File: config.mk
export PLATFORM = sky130hd
export DESIGN_NAME = load_store_unit
export DESIGN_NICKNAME = d
export VERILOG_FILES = /design/src/rtl/load_store_unit.sv
export SDC_FILE = /design/constraint.sdc
export NUM_CORES = 1
export LEC_CHECK = 0
export CAP_MARGIN = 20
export CORE_ASPECT_RATIO = 2
export CORE_MARGIN = 2
export CORE_UTILIZATION = 52
export DETAILED_ROUTE_END_ITERATION = 8
export MAX_ROUTING_LAYER = met4
export PLACE_DENSITY_LB_ADDON = 0.08
export SETUP_SLACK_MARGIN = 0.02
export SLEW_MARGIN = 20
export SYNTH_ARGS = -nofsm -noshare
export SYNTH_HDL_FRONTEND = slang
export SYNTH_SLANG_ARGS = --single-unit
File: constraint.sdc
create_clock -name clk_i -period 8.9 [get_ports clk_i]
set_input_delay 0.89 -clock clk_i [delete_from_list [all_inputs] [get_ports clk_i]]
set_output_delay 0.89 -clock clk_i [all_outputs]
set_load 0.03 [all_outputs]
File: src/rtl/load_store_unit.sv
// rtl/load_store_unit.sv - byte/halfword/word load-store front end for word-only DataMemory
//
// Purpose: converts lb/lbu/lh/lhu/lw/sb/sh/sw into word accesses on a DataMemory
// with synchronous read. Sub-word stores use read-modify-write. Loads are lane
// extracted and sign/zero extended. busy_o stalls the pipeline while an access is in flight.
//
// Optional feature macro: LSU_MISALIGN_TRAP_EN
//   defined   - misaligned halfword/word and size 11 complete at once with misaligned_o = 1
//   undefined - low address bits are forced to alignment, size 11 acts as word, misaligned_o = 0
//
// Ports:
//   clk_i, rst_i          clock; asynchronous active-high reset
//   req_i                 access request, sampled only in IDLE
//   we_i                  1 = store, 0 = load
//   size_i                00 byte, 01 halfword, 10 word, 11 reserved
//   sign_ext_i            loads: 1 sign-extend, 0 zero-extend
//   byte_addr_i           byte address
//   wdata_i               right-aligned store data
//   rdata_o               last load result, aligned and extended
//   done_o                one-cycle completion pulse
//   busy_o                high whenever the FSM is not in IDLE
//   misaligned_o          fault flag, qualified by done_o
//   mem_wr_rd_o           DataMemory wr_rd (1 read, 0 write)
//   mem_addr_o            DataMemory word address
//   mem_data_out_o        DataMemory data_in
//   mem_data_in_i         DataMemory data_out
module load_store_unit #(
    parameter int DATA_WIDTH = 32,
    parameter int ADDR_WIDTH = 10
) (
    input  logic                  clk_i,
    input  logic                  rst_i,
    input  logic                  req_i,
    input  logic                  we_i,
    input  logic [1:0]            size_i,
    input  logic                  sign_ext_i,
    input  logic [ADDR_WIDTH+1:0] byte_addr_i,
    input  logic [DATA_WIDTH-1:0] wdata_i,
    output logic [DATA_WIDTH-1:0] rdata_o,
    output logic                  done_o,
    output logic                  busy_o,
    output logic                  misaligned_o,
    output logic                  mem_wr_rd_o,
    output logic [ADDR_WIDTH-1:0] mem_addr_o,
    output logic [DATA_WIDTH-1:0] mem_data_out_o,
    input  logic [DATA_WIDTH-1:0] mem_data_in_i
);

    typedef enum logic [2:0] {
        S_IDLE,
        S_RD,
        S_CAP,
        S_WR,
        S_DONE
    } state_t;

    state_t                  state_q, state_d;
    logic                    we_q, we_d;
    logic [1:0]              size_q, size_d;
    logic                    sext_q, sext_d;
    logic [ADDR_WIDTH+1:0]   addr_q, addr_d;
    logic [15:0]             wdata_q, wdata_d;
    logic                    fault_q, fault_d;
    logic [DATA_WIDTH-1:0]   rdata_q, rdata_d;
    logic [DATA_WIDTH-1:0]   mdo_q, mdo_d;

    // Request qualification: effective size/address and fault decision
    logic                    fault_c;
    logic [1:0]              size_c;
    logic [ADDR_WIDTH+1:0]   addr_c;

    always_comb begin
        size_c  = size_i;
        addr_c  = byte_addr_i;
        fault_c = 1'b0;
`ifdef LSU_MISALIGN_TRAP_EN
        case (size_i)
            2'b00:   fault_c = 1'b0;
            2'b01:   fault_c = byte_addr_i[0];
            2'b10:   fault_c = |byte_addr_i[1:0];
            default: fault_c = 1'b1;
        endcase
`else
        if (size_i == 2'b11) begin
            size_c = 2'b10;
        end
        if (size_c == 2'b01) begin
            addr_c[0] = 1'b0;
        end
        if (size_c == 2'b10) begin
            addr_c[1:0] = 2'b00;
        end
`endif
    end

    // Lane extraction and store merge, both working on the word returned by the read
    logic [7:0]            byte_sel;
    logic [15:0]           half_sel;
    logic [DATA_WIDTH-1:0] load_val;
    logic [DATA_WIDTH-1:0] merged;

    always_comb begin
        byte_sel = mem_data_in_i[{addr_q[1:0], 3'b000} +: 8];
        half_sel = mem_data_in_i[{addr_q[1], 4'b0000} +: 16];
        case (size_q)
            2'b00:   load_val = {{(DATA_WIDTH-8){sext_q & byte_sel[7]}}, byte_sel};
            2'b01:   load_val = {{(DATA_WIDTH-16){sext_q & half_sel[15]}}, half_sel};
            default: load_val = mem_data_in_i;
        endcase
        merged = mem_data_in_i;
        case (size_q)
            2'b00:   merged[{addr_q[1:0], 3'b000} +: 8] = wdata_q[7:0];
            2'b01:   merged[{addr_q[1], 4'b0000} +: 16] = wdata_q;
            default: merged = mem_data_in_i;
        endcase
    end

    always_comb begin
        state_d = state_q;
        we_d    = we_q;
        size_d  = size_q;
        sext_d  = sext_q;
        addr_d  = addr_q;
        wdata_d = wdata_q;
        fault_d = fault_q;
        rdata_d = rdata_q;
        mdo_d   = mdo_q;
        case (state_q)
            S_IDLE: begin
                if (req_i) begin
                    we_d    = we_i;
                    size_d  = size_c;
                    sext_d  = sign_ext_i;
                    addr_d  = addr_c;
                    wdata_d = wdata_i[15:0];
                    fault_d = fault_c;
                    if (fault_c) begin
                        state_d = S_DONE;
                    end else if (we_i && (size_c == 2'b10)) begin
                        // Full-word store needs no read; data is ready for WR.
                        mdo_d   = wdata_i;
                        state_d = S_WR;
                    end else begin
                        state_d = S_RD;
                    end
                end
            end
            S_RD:   state_d = S_CAP;
            S_CAP: begin
                if (we_q) begin
                    mdo_d   = merged;
                    state_d = S_WR;
                end else begin
                    rdata_d = load_val;
                    state_d = S_DONE;
                end
            end
            S_WR:   state_d = S_DONE;
            S_DONE: state_d = S_IDLE;
            default: state_d = S_IDLE;
        endcase
    end

    always_ff @(posedge clk_i or posedge rst_i) begin
        if (rst_i) begin
            state_q <= S_IDLE;
            we_q    <= 1'b0;
            size_q  <= 2'b00;
            sext_q  <= 1'b0;
            addr_q  <= '0;
            wdata_q <= '0;
            fault_q <= 1'b0;
            rdata_q <= '0;
            mdo_q   <= '0;
        end else begin
            state_q <= state_d;
            we_q    <= we_d;
            size_q  <= size_d;
            sext_q  <= sext_d;
            addr_q  <= addr_d;
            wdata_q <= wdata_d;
            fault_q <= fault_d;
            rdata_q <= rdata_d;
            mdo_q   <= mdo_d;
        end
    end

    // Outputs decode straight from state so reset drops a pending write immediately.
    assign busy_o         = (state_q != S_IDLE);
    assign done_o         = (state_q == S_DONE);
    assign mem_wr_rd_o    = (state_q != S_WR);
    assign misaligned_o   = done_o & fault_q;
    assign rdata_o        = rdata_q;
    assign mem_addr_o     = addr_q[ADDR_WIDTH+1:2];
    assign mem_data_out_o = mdo_q;

endmodule

==> Slide: Implementation Results, run 1 <==
Flow Results at a Glance

Drt
  • Drt pass-1 iters: 6
  • 1st-iter DRT viols: 441

Cells and area
  • Comb area share: 38.1%
  • Final-layout clock-cell area share: 4.09%

STA
  • Worst Tran Pin Value: 1.11 ns
  • Rel. slew slack: 25.6%

Die
  • Tap cells: 140
  • Chip Area: 0.0118 mm^2

Clock tree
  • Clk buf depth: 2
  • H-Tree Depth: 3

Power
  • Top pwr grp: combinational cells
  • Peak supply drop: 260 uV

Run
  • Maxcap violations: 0

Place
  • DP Wirelength: 14300 um

Critical path
  • FF-to-FF End: mem_data_out_o[13]
  • Max incr delay on CP: 0.70 ns

Global routing
  • Largest net degree at the start of global routing: 62

Run status
  • Status: finished clean

Synthesis
  • YS chip area: 0.00569 mm^2
  • Yosys stat cell total: 598
run 1: layout by cell type, fill, tap and decap left out, drive strengths merged, types with 3 or more instances in the layout:
| cell type | synthesis | layout |
|---|---|---|
| o21bai | 3 | 3 |
| ha | 5 | 5 |
| o221ai | 6 | 6 |
| a211o | 7 | 7 |
| clkinv | 0 | 3 |
| inv | 14 | 17 |
| a221o | 7 | 7 |
| a211oi | 4 | 4 |
| and3b | 11 | 11 |
| nor2 | 42 | 42 |
| nor3b | 4 | 4 |
| o21ai | 53 | 53 |
| nand2b | 4 | 4 |
| buf | 41 | 9 |
| a32o | 3 | 3 |
| nand2 | 61 | 61 |
| nand4b | 3 | 3 |
| nor2b | 4 | 4 |
| nand3b | 6 | 6 |
| a21o | 3 | 3 |
| nor3 | 3 | 3 |
| a21oi | 45 | 45 |
| mux2i | 8 | 8 |
| o2bb2ai | 13 | 13 |
| dfrtp | 99 | 99 |
| nand3 | 14 | 14 |
| clkdlybuf4s50 | 0 | 159 |
| o31ai | 8 | 8 |
| a311oi | 3 | 3 |
| or3 | 8 | 8 |
| clkbuf | 20 | 9 |
| a31oi | 4 | 4 |
| a221oi | 23 | 23 |
| mux2 | 46 | 46 |
run 1: layer usage:
layer	vias to the layer above	global-route usage [%]	share of wire, %
met3	92	4.28	5.4
met5	-	-	0
met2	254	55.5	51
met4	0	20.9	7.0
li1	2429	-	-
met1	2601	36.5	36
run 1: cell families after synthesis:
family | after synthesis
buf+inv | 75
simple gates | 170
compound gates | 194
mux | 54
other cells | 1
fa+ha+maj | 5
flops | 99
run 1: flip-flops by register name, summed over array words and instances, names as in the netlist:
signal	flops
addr_q	12
mem_data_out_o	32
rdata_o	32
sext_q	1
size_q	2
state_q	3
wdata_q	16
we_q	1
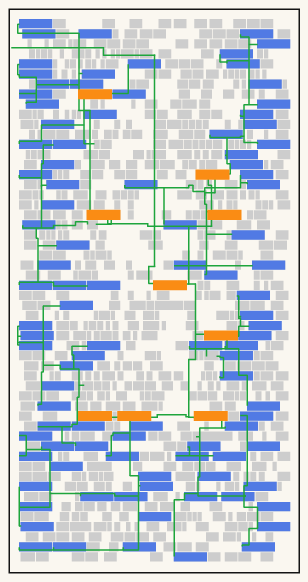
(run_1/clock_wires.png)
[clock wires] green | length: 1180 um
[flip-flops] blue | count: 99
[clock-net drivers] orange | count: 9
routed clock nets	10
clock skew: 0.0120 ns
worst skew pair latency: 0.35 ns
Power Clock: 0.000407 W
Clock Power Share: 13.9%

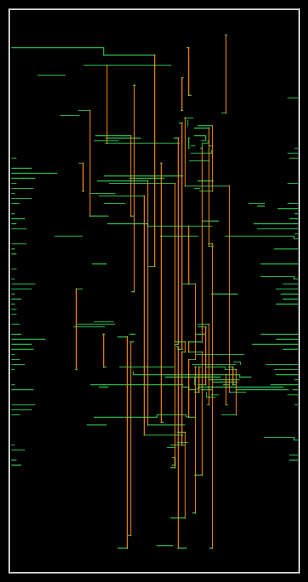
(run_1/layers.png)
Only two layers are drawn.
layer	colour	wire length
M4	orange	1330 um
M3	green	1030 um
Total Wirelength: 19000 um
Total Routing Usage GR: 33.1%
WL/cell: 22.0 um
via count: 5376

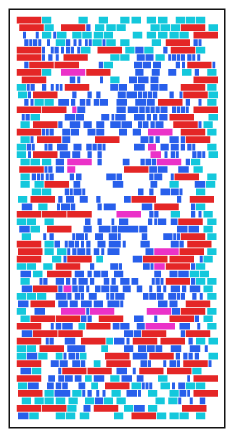
(run_1/class_map.png)
class	colour	cells	share of their area
sequential cells	red	99	34%
remaining buffers and delay cells	cyan	168	22%
clock drivers and dummy loads	magenta	16	4.2%
remaining logic cells	blue	438	40%
Final Instance Area: 0.00755 mm^2
Seq area share: 32.8%
Final Core Density: 69.9%
row cnt: 54
Core ar.: 0.0108 mm^2

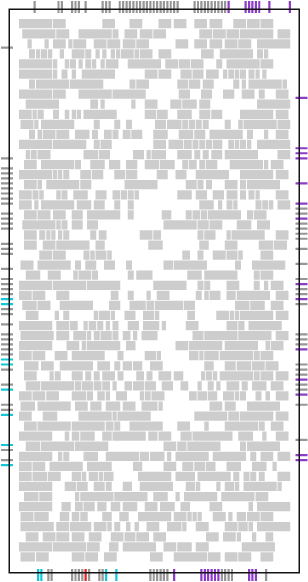
(run_1/pinout.png)
Pins as bars across the die edge, other pins in grey.
port	colour	pins	direction	edge
`byte_addr_i`	cyan	12	input	8 west, 4 south
`req_i`	red	1	input	south
`mem_data_out_o`	purple	32	output	14 east, 10 south, 8 north
all pins by edge	46 north, 44 west, 36 east, 35 south
die width: 78.0 um
input/output buffers: 159

--- run 2 (diff from run 1) ---
--- a/config.mk
+++ b/config.mk
@@ -8,7 +8,7 @@
 export CAP_MARGIN = 20
 export CORE_ASPECT_RATIO = 2
 export CORE_MARGIN = 2
-export CORE_UTILIZATION = 52
+export CORE_UTILIZATION = 49
 export DETAILED_ROUTE_END_ITERATION = 8
 export MAX_ROUTING_LAYER = met4
 export PLACE_DENSITY_LB_ADDON = 0.08
==> constraint.sdc (replaced) <==
create_clock -name clk_i -period 3.3 [get_ports clk_i]
set_input_delay 0.33 -clock clk_i [delete_from_list [all_inputs] [get_ports clk_i]]
set_output_delay 0.33 -clock clk_i [all_outputs]
set_load 0.03 [all_outputs]
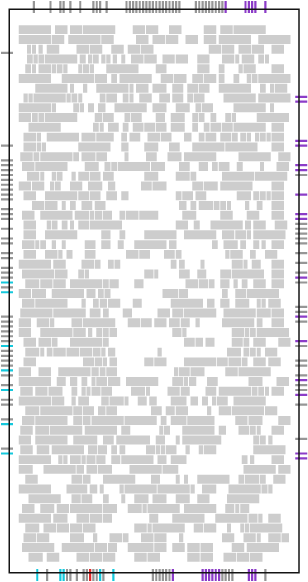
(run_2/pinout.png)
Pins as bars across the die edge, other pins in grey.
die height: 156 um
die width: 80.2 um

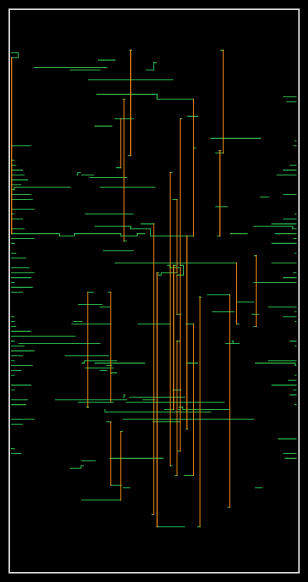
(run_2/layers.png)
Only two layers are drawn.
layer	colour	wire length
M3	green	986 um
M4	orange	1010 um
Total Wirelength: 19600 um
via count: 5411
WL/cell: 22.4 um
Total Routing Usage GR: 33.1%

==> run 2 against run 1 <==
Effect of this change: via count grew 0.65%; sequential share of layout area shrank 0.42 points; clock-buffer cell count grew 1; utilization shrank 2.4 points; worst hold slack lost 0.079 ns; global-route usage is essentially flat; maximum frequency grew 33%; clock skew shrank 0.0060 ns; routed wire length grew 3.5%; area after synthesis is the same; setup slack lost 4.8 ns; die size grew 5.9%.
==> Slide: Implementation Results, run 2 <==
Flow Results at a Glance

Synthesis
  • Seq share, synth: 43.5%
  • Ys async rst share: 100%
  • YS chip area: 0.00569 mm^2 (unchanged)
  • Synth top cell by count: dfrtp_1
  • Yosys stat cell total: 598 (unchanged)

Cells and area
  • Final Instance Area: 0.00766 mm^2 (+1.4%)
  • Most numerous logic cell after layout: clkdlybuf4s50_1
  • Top Layout Cells: 159 x clkdlybuf4s50_1, 98 x dfrtp_1, 61 x nand2_1, 53 x o21ai_0
  • Final Core Density: 67.4% (-2.4 points)

Critical path
  • FF-to-FF End: mem_data_out_o[31]
  • Max incr delay on CP: 1.00 ns (+0.30 ns)
  • WP data arrival: 2.72 ns
  • Critical Path Source Type: register
  • CP endpoint kind: register

Place
  • Input/output buffers: 159 (unchanged)
  • Placer Congestion: 0.958
  • DP Wirelength: 14700 um (+3.1%)

Power
  • Peak supply drop: 751 uV (+190%)

Run
  • Maxcap violations: 0 (unchanged)

Die
  • Pre-Place Util: 50.1%
  • Core ar.: 0.0114 mm^2 (+5.0%)
  • Chip Area: 0.0125 mm^2 (+5.9%)
  • Row cnt: 55 (+1.9%)

Drt
  • Drt pass-1 iters: 6 (unchanged)
  • 1st-iter DRT viols: 370 (-16%)

Clock tree
  • Clk buf depth: 2 (unchanged)
  • CTS root buffer: clkbuf_16
  • Worst skew pair latency: 0.36 ns (about the same)
  • H-Tree Depth: 3 (unchanged)

STA
  • Clock skew: 0.00600 ns (-0.00600 ns)
  • Worst Tran Pin Value: 1.00 ns (-0.110 ns)
  • Tmin final: 2.49 ns
  • Final hold viol count: 0
  • Rel. slew slack: 33.1% (+7.5 points)

Global routing
  • Largest net degree at the start of global routing: 55 (-11%)

Run status
  • Status: finished clean
==> run 2: cell type report <==
class,count,area [um^2]
fillers,929,3700
multi-input cells,424,2870
flip-flops and latches,99,2480
repair buffers,179,1750
clock buffers,10,239
well taps,142,178
clock inverters,6,78.8
inverters,14,55.1
==> run 2: worst max path at each step <==
stage	slack, ns	start	endpoint
6_report	0.81	size_q[0]	mem_data_out_o[31]
5_1_grt	0.72	addr_q[1]	mem_data_out_o[31]
4_1_cts	0.84	addr_q[1]	mem_data_out_o[31]
3_5_place_dp	0.85	addr_q[1]	mem_data_out_o[31]
3_3_place_gp	0.92	addr_q[1]	mem_data_out_o[31]
2_1_floorplan	0.38	rst_i	addr_q[0]
==> run 2: metal layers <==
metal / global-route usage [%] / up-vias / share of wire [%] / routed length (um)
li1: - / 2450 / - / -
met1: 37.6 / 2660 / 37 / 7310
met2: 56.2 / 242 / 53 / 10300
met3: 4.27 / 59 / 5.0 / 985
met4: 16.7 / 0 / 5.1 / 1010
met5: - / - / 0 / 0
==> run 2: stage by stage <==
stage,hold slack [ns],total power (W)
2_1_floorplan,0.459,0.00515
3_3_place_gp,0.460,0.00678
3_5_place_dp,0.464,0.00688
4_1_cts,0.424,0.00804
5_1_grt,0.457,0.00847
6_report,0.402,0.00804
==> run 2: logic make-up (layout without fill, tap and decap cells) <==
family	Yosys count	count (layout)	synth area share (%)
compound gates	194	194	23.2
simple gates	170	170	15.3
flops	99	99	43.5
buf+inv	75	209	6.27
mux	54	54	10.5
fa+ha+maj	5	5	1.10
other cells	1	1	0.0659
==> run 2: power breakdown <==
part           leakage (nW)  total (W)  switching, W  internal, W
clock                 0.158    0.00114      0.000516     0.000627
sequential             1.18    0.00244      0.000619      0.00182
combinational          1.75    0.00446       0.00260      0.00185
total                  3.09    0.00804       0.00374      0.00430
--- run 3 (diff from run 2) ---
==> constraint.sdc (replaced) <==
create_clock -name clk_i -period 2.6 [get_ports clk_i]
set_input_delay 0.26 -clock clk_i [delete_from_list [all_inputs] [get_ports clk_i]]
set_output_delay 0.26 -clock clk_i [all_outputs]
set_load 0.03 [all_outputs]
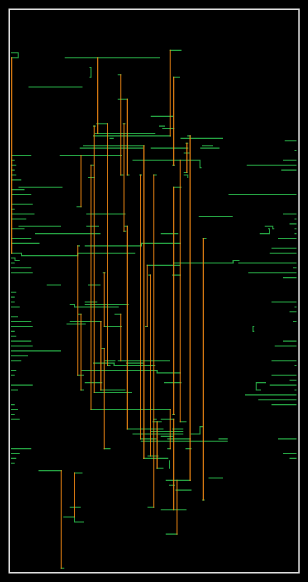
(run_3/layers.png)
Only two layers are drawn.
layer	colour	wire length
M3	green	1050 um
M4	orange	1350 um

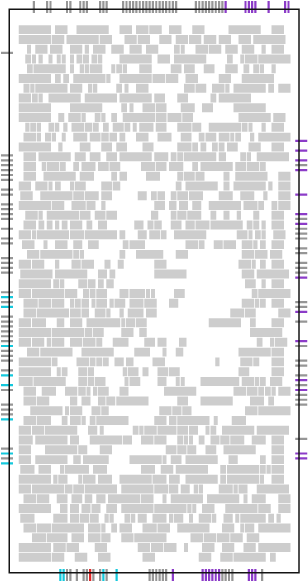
(run_3/pinout.png)
Pins as bars across the die edge, other pins in grey.
port	colour	pins	direction	edge
`req_i`	red	1	input	south
`byte_addr_i`	cyan	12	input	8 west, 4 south
`mem_data_out_o`	purple	32	output	14 east, 10 south, 8 north
all pins by edge	46 west, 45 north, 36 east, 34 south

==> run 3 against run 2 <==
Effect of this change: cell count is 0.80% higher; area after synthesis stayed put; routed wire length is 4.5% higher; highest routed layer unchanged; first-iteration DRC count is 15% higher; largest cell class unchanged; sequential share of layout area is 0.21 points lower; critical path type unchanged; sequential power is 27% higher; setup slack worse by 0.49 ns; critical endpoint is now mem_data_out_o[11]; register-to-register slack worse by 0.49 ns; die size stayed put.
==> Slide: Implementation Results, run 3 <==
Flow Results at a Glance

Run status
  • Status: finished clean

Critical path
  • Critical Path Source Type: register
  • CP endpoint kind: register
  • Worst setup path end: mem_data_out_o[11]
  • Reg2reg start: size_q[0]
  • Setup CP Type: reg -> reg
  • FF-to-FF End: mem_data_out_o[11]
  • Crit. Startpoint: size_q[0]

Power
  • Total Power: 0.0102 W (+27%)
  • Peak supply drop: 835 uV (+11%)

Global routing
  • M3 GR Usage: 4.73% (+0.46 points)
  • Busiest grt layer: met2
  • Total Routing Usage GR: 33.9% (+0.77 points)
  • Met1 GRT Util: 36.4% (-1.2 points)
  • Met2 Usage GRT: 59.0% (+2.8 points)

Place
  • Input/output buffers: 159 (unchanged)
  • DP Wirelength: 15700 um (+6.8%)
  • Placer Congestion: 0.984 (+2.7%)

Clock tree
  • CTS root buffer: clkbuf_16
  • H-Tree Depth: 3 (unchanged)
  • Worst skew pair latency: 0.35 ns (about the same)
  • Clk buf depth: 2 (unchanged)

Drt
  • Via count: 5502 (+1.7%)
  • Post-DRT Antenna Nets: 0
  • Total Wirelength: 20500 um (+4.5%)
  • Drt pass-1 iters: 6 (unchanged)
  • WL/cell: 23.3 um (+3.7%)

Synthesis
  • Synth top cell by count: dfrtp_1
  • Ys async rst share: 100% (unchanged)
  • YS chip area: 0.00569 mm^2 (unchanged)
  • Syn avg cell area: 9.52 um^2
  • Yosys stat cell total: 598 (unchanged)

Cells and area
  • Most numerous logic cell after layout: clkdlybuf4s50_1
  • Final Core Density: 67.9% (+0.44 points)
  • Top Layout Cells: 159 x clkdlybuf4s50_1, 98 x dfrtp_1, 61 x nand2_1, 53 x o21ai_0

Die
  • Core ar.: 0.0114 mm^2 (unchanged)
  • Row cnt: 55 (unchanged)

Run
  • Maxcap violations: 0 (unchanged)

STA
  • Worst Tran Pin Value: 0.801 ns (-0.202 ns)
  • Clock skew: 0.00733 ns (+0.00133 ns)
  • Tmin final: 2.28 ns (-0.209 ns)
  • Rel. slew slack: 46.6% (+13 points)
## run 3: cell counts after synthesis
No cell type changed its count.
## run 3: per-layer routing
layer	vias to the layer above	routed length (um)
li1	2465	-
met1	2695	7210
met2	266	10900
met3	76	1050
met4	0	1350
met5	-	0
## run 3: cell type report
cell class / instances / area [um^2]
Clock inverter: 6 / 72.6
Sequential cell: 99 / 2480
Inverter: 14 / 56.3
Tap cell: 142 / 178
Fill cell: 923 / 3650
Clock buffer: 10 / 229
Multi-Input combinational cell: 424 / 2870
Timing Repair Buffer: 186 / 1820
## run 3: report_power, final
part / internal (W) / switching [W]
clock network: 0.000757 / 0.000609
logic: 0.00240 / 0.00335
registers: 0.00231 / 0.000789
## run 3: metrics by stage
| step | area, um^2 | worst slack (ns) | hold WS [ns] | cells |
|---|---|---|---|---|
| floorplan | 5700 | 0.177 | 0.389 | 598 |
| global placement | 7400 | 0.435 | 0.461 | 865 |
| detailed placement | 7400 | 0.343 | 0.474 | 865 |
| CTS | 7710 | 0.317 | 0.450 | 881 |
| global route | 7710 | 0.123 | 0.470 | 881 |
| finish | 7710 | 0.321 | 0.404 | 881 |
## run 3: kinds of logic (layout without fill, tap and decap cells)
kind of cell / Yosys count / in the layout / share of synthesized area (%)
muxes: 54 / 54 / 10.5
other: 1 / 1 / 0.0659
adders and majority gates: 5 / 5 / 1.10
DFF: 99 / 99 / 43.5
buffers and inverters: 75 / 216 / 6.27
and+or+nand+nor: 170 / 170 / 15.3
AOI/OAI and AO/OA: 194 / 194 / 23.2
## run 3: worst max-delay path, stage by stage, from the launching register on
cell and delay [ns]:
dfrtp_1 0.86, buf_4 0.26, nor3b_1 0.48, a221o_1 0.25, a221oi_1 0.06, o31ai_1 0.28
Power figures rest on the tool's default switching activity, not on a simulated workload.
